File: src/rtl/mem_arbiter.sv
// rtl/mem_arbiter.sv - two-port memory arbiter, CPU priority with debug starvation bound
//
// Purpose: shares one single-port memory (1-cycle read latency) between the
// CPU bus and a debug/loader port. Each transaction runs the fixed sequence
// IDLE -> ISSUE -> RESP -> ACK -> IDLE. Read data returns in a registered
// per-port rdata register, and a one-cycle ack pulse marks completion.
//
// Ports:
//   clk, rst                       clock, synchronous active-high reset
//   cpu_req/we/addr/wdata          CPU request, held until cpu_ack
//   cpu_ack, cpu_rdata             CPU completion pulse, last CPU read data
//   dbg_req/we/addr/wdata          debug request, held until dbg_ack
//   dbg_ack, dbg_rdata             debug completion pulse, last debug read data
//   mem_en/we/addr/wdata           memory strobe and latched command
//   mem_rdata                      memory read data, valid the cycle after mem_en
//   owner                          0 = CPU, 1 = debug (current/last grant)
//   busy                           high whenever the FSM is not IDLE
module mem_arbiter #(
  parameter int ADDR_WIDTH   = 5,
  parameter int DATA_WIDTH   = 8,
  parameter int STARVE_LIMIT = 4
) (
  input  logic                  clk,
  input  logic                  rst,
  input  logic                  cpu_req,
  input  logic                  cpu_we,
  input  logic [ADDR_WIDTH-1:0] cpu_addr,
  input  logic [DATA_WIDTH-1:0] cpu_wdata,
  output logic                  cpu_ack,
  output logic [DATA_WIDTH-1:0] cpu_rdata,
  input  logic                  dbg_req,
  input  logic                  dbg_we,
  input  logic [ADDR_WIDTH-1:0] dbg_addr,
  input  logic [DATA_WIDTH-1:0] dbg_wdata,
  output logic                  dbg_ack,
  output logic [DATA_WIDTH-1:0] dbg_rdata,
  output logic                  mem_en,
  output logic                  mem_we,
  output logic [ADDR_WIDTH-1:0] mem_addr,
  output logic [DATA_WIDTH-1:0] mem_wdata,
  input  logic [DATA_WIDTH-1:0] mem_rdata,
  output logic                  owner,
  output logic                  busy
);

  localparam int CW = (STARVE_LIMIT < 1) ? 1 : $clog2(STARVE_LIMIT + 1);
  localparam logic [CW-1:0] STARVE_MAX = CW'(STARVE_LIMIT);

  typedef enum logic [1:0] {
    IDLE  = 2'd0,
    ISSUE = 2'd1,
    RESP  = 2'd2,
    ACK   = 2'd3
  } state_t;

  state_t                state;
  state_t                state_d;
  logic [CW-1:0]         starve_cnt;
  logic [CW-1:0]         starve_cnt_d;
  logic                  grant;
  logic                  grant_dbg;
  logic                  sel_we;
  logic [ADDR_WIDTH-1:0] sel_addr;
  logic [DATA_WIDTH-1:0] sel_wdata;

  // Next-state, arbitration and starvation counter update.
  always_comb begin
    state_d      = state;
    starve_cnt_d = starve_cnt;
    grant        = 1'b0;
    grant_dbg    = 1'b0;

    case (state)
      IDLE: begin
        if (cpu_req || dbg_req) begin
          grant     = 1'b1;
          // CPU wins ties unless debug has waited out STARVE_LIMIT CPU grants.
          grant_dbg = dbg_req && (!cpu_req || (starve_cnt == STARVE_MAX));
          state_d   = ISSUE;
        end
        // Any IDLE sample with dbg_req low, or a debug grant, forgives the wait.
        if (grant_dbg || !dbg_req) begin
          starve_cnt_d = '0;
        end else if (grant && (starve_cnt != STARVE_MAX)) begin
          starve_cnt_d = starve_cnt + 1'b1;
        end
      end
      ISSUE:   state_d = RESP;
      RESP:    state_d = ACK;
      ACK:     state_d = IDLE;
      default: state_d = IDLE;
    endcase
  end

  // Command fields of the winning port.
  always_comb begin
    sel_we    = cpu_we;
    sel_addr  = cpu_addr;
    sel_wdata = cpu_wdata;
    if (grant_dbg) begin
      sel_we    = dbg_we;
      sel_addr  = dbg_addr;
      sel_wdata = dbg_wdata;
    end
  end

  always_ff @(posedge clk) begin
    if (rst) begin
      state      <= IDLE;
      starve_cnt <= '0;
    end else begin
      state      <= state_d;
      starve_cnt <= starve_cnt_d;
    end
  end

  // All outputs are flops decoded from the next state, so nothing on an
  // input reaches an output without passing through a register.
  always_ff @(posedge clk) begin
    if (rst) begin
      cpu_ack   <= 1'b0;
      dbg_ack   <= 1'b0;
      cpu_rdata <= '0;
      dbg_rdata <= '0;
      mem_en    <= 1'b0;
      mem_we    <= 1'b0;
      mem_addr  <= '0;
      mem_wdata <= '0;
      owner     <= 1'b0;
      busy      <= 1'b0;
    end else begin
      mem_en  <= (state_d == ISSUE);
      busy    <= (state_d != IDLE);
      cpu_ack <= (state_d == ACK) && !owner;
      dbg_ack <= (state_d == ACK) && owner;

      if (grant) begin
        owner     <= grant_dbg;
        mem_we    <= sel_we;
        mem_addr  <= sel_addr;
        mem_wdata <= sel_wdata;
      end

      // mem_we still holds the latched command during RESP.
      if ((state == RESP) && !mem_we) begin
        if (owner) begin
          dbg_rdata <= mem_rdata;
        end else begin
          cpu_rdata <= mem_rdata;
        end
      end
    end
  end

endmodule

File: config.mk
export PLATFORM = sky130hd
export DESIGN_NAME = mem_arbiter
export DESIGN_NICKNAME = d
export VERILOG_FILES = /design/src/rtl/mem_arbiter.sv
export SDC_FILE = /design/constraint.sdc
export NUM_CORES = 1
export LEC_CHECK = 0
export CAP_MARGIN = 20
export CORE_MARGIN = 2
export CORE_UTILIZATION = 42
export CTS_CLUSTER_SIZE = 28
export DETAILED_ROUTE_END_ITERATION = 10
export HOLD_SLACK_MARGIN = 0.02
export PLACE_DENSITY = 0.83
export SLEW_MARGIN = 10
export SYNTH_ARGS = -nofsm -noshare
export SYNTH_HDL_FRONTEND = slang
export SYNTH_SLANG_ARGS = --single-unit
File: constraint.sdc
create_clock -name clk -period 1.9 [get_ports clk]
set_input_delay 0.38 -clock clk [delete_from_list [all_inputs] [get_ports clk]]
set_output_delay 0.38 -clock clk [all_outputs]
set_load 0.1 [all_outputs]
Signal wires by layer:
Scale: 6 px per um. Two of the layers only.
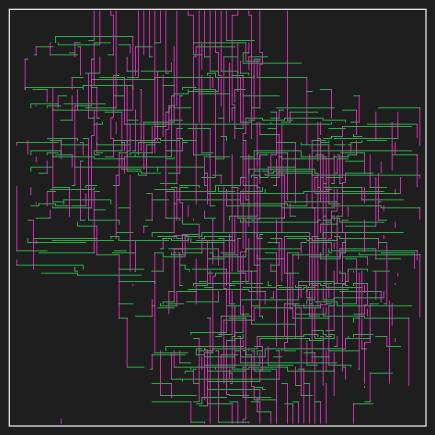
| colour | layer | wire length |
|---|---|---|
| green | M1 | 1,990 um |
| magenta | M2 | 2,280 um |

Placed standard cells:
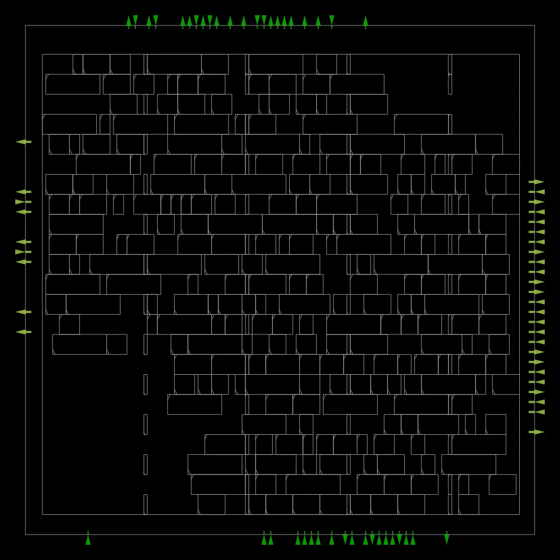
Site Rows: 23
registers: 40
Core Area: 4060 um2

I/O pins on the die edge:
Scale: 6 px per um. Pins as bars across the die edge, other pins in grey.
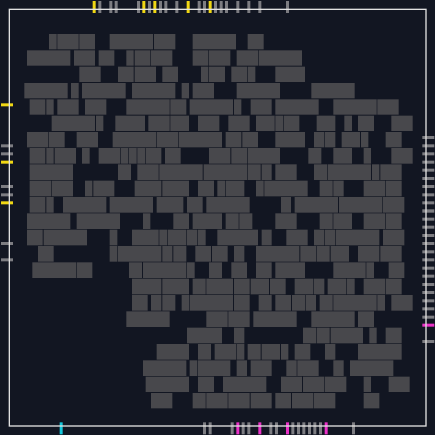
| colour | port | pins | direction | edge |
|---|---|---|---|---|
| cyan | clk | 1 | input | bottom |
| magenta | cpu_addr | 5 | input | 4 bottom, 1 right |
| yellow | cpu_rdata | 8 | output | 5 top, 3 left |
all pins by edge: 25 right, 22 top, 19 bottom, 9 left

## cell usage after synthesis
cell type   n  share of area
dfxtp_1    40           0.45
nor2b_1     2         0.0070
nand2_2     1         0.0035
nor3b_1     2         0.0084
nand4_1    16          0.056
a2bb2oi_1   1         0.0049
clkbuf_1    3         0.0063
nor3_1      1         0.0028
ha_1        5          0.035
a21boi_4    1          0.011
inv_1       5          0.011
a21bo_4     1         0.0091
nand3b_1    1         0.0042
nand2b_1    3          0.011
and3b_1     2         0.0098
a21oi_1     3         0.0084
or2b_1      1         0.0042
o211ai_1    1         0.0042
o21ai_1     7          0.020
a211o_1     1         0.0049
buf_4       7          0.029
a311oi_2    5          0.042
o21ai_0     8          0.022
buf_6       3          0.019
buf_2       3         0.0084
nor2_1     33          0.069
o21a_1      1         0.0042
a311oi_1    9          0.044
clkbuf_2    1         0.0028
mux2i_1    16          0.090
## registers in the layout, summed over array words and instances, names as in the netlist, 2 cells and up
| register | cells |
|---|---|
| cpu_rdata | 8 |
| dbg_rdata | 8 |
| mem_addr | 5 |
| mem_wdata | 8 |
| starve_cnt | 3 |
| state | 2 |
## per-layer routing
metal / vias up / part of all wire / track usage
met4: 0 / 0.017 / 0.0784
li1: 804 / - / -
met3: 7 / 0.048 / 0.0378
met2: 46 / 0.50 / 0.330
met1: 767 / 0.44 / 0.240
met5: - / 0 / 0
## cell type report
| type | count | area (um2) | share of cell area |
|---|---|---|---|
| multi-input cells | 121 | 853 | 0.327 |
| inverters | 5 | 18.8 | 0.00719 |
| flip-flops and latches | 40 | 801 | 0.307 |
| clock buffers | 6 | 82.6 | 0.0316 |
| repair buffers | 84 | 778 | 0.298 |
| clock inverters | 2 | 15.0 | 0.00575 |
| well taps | 50 | 62.6 | 0.0240 |
==> job_summary.md <==
## Synthesis and layout report

| Metric | Value |
|---|---|
| GRT Util Overall | 0.194 |
| Port bufs | 74 |
| Initial antenna violation count | 0 |
| Finished Layout Cells | 308 |
| Pre-CTS WS | 0.0957 ns |
| Fillers | 328 |
| Crit-path slowest cell | ha_1 |
| Yosys cell count | 183 |
| WHS Path Cells | 2 |
| CP Depth | 6 |
| GRT overflow | 0 |
| Sw Share | 0.528 |
| Root Driver | clkbuf_8 |
| DR vias | 1,624 |
| Max-slew violations | 0 |
| Worst reg2reg path endpoint | mem_addr[2] |
| Seq share, synth | 0.448 |
| Yosys xor share | 0 |
| Clk pwr share | 0.141 |
| Hold path startpoint | starve_cnt[1] |
| Hold Vio Cnt, Final | 0 |
| Hpwl dp | 3.32 mm |
| Synthesis area per yosys | 1790 um2 |
| I/O Pins | 75 |
| CP Capture Point | mem_addr[2] |
| Outcome | completed |
| Vias in the first global route | 1,597 |
| Dpl cell area | 2510 um2 |
| Cell Int Power | 0.00202 W |
| Clock Tree Buf Depth | 2 |
| Synth Area in Compound Gates | 0.174 |
| Hold Path Class | reg -> reg |
| P_comb | 0.00253 W |
No activity file was given, so power comes from the tool's default toggle rates.
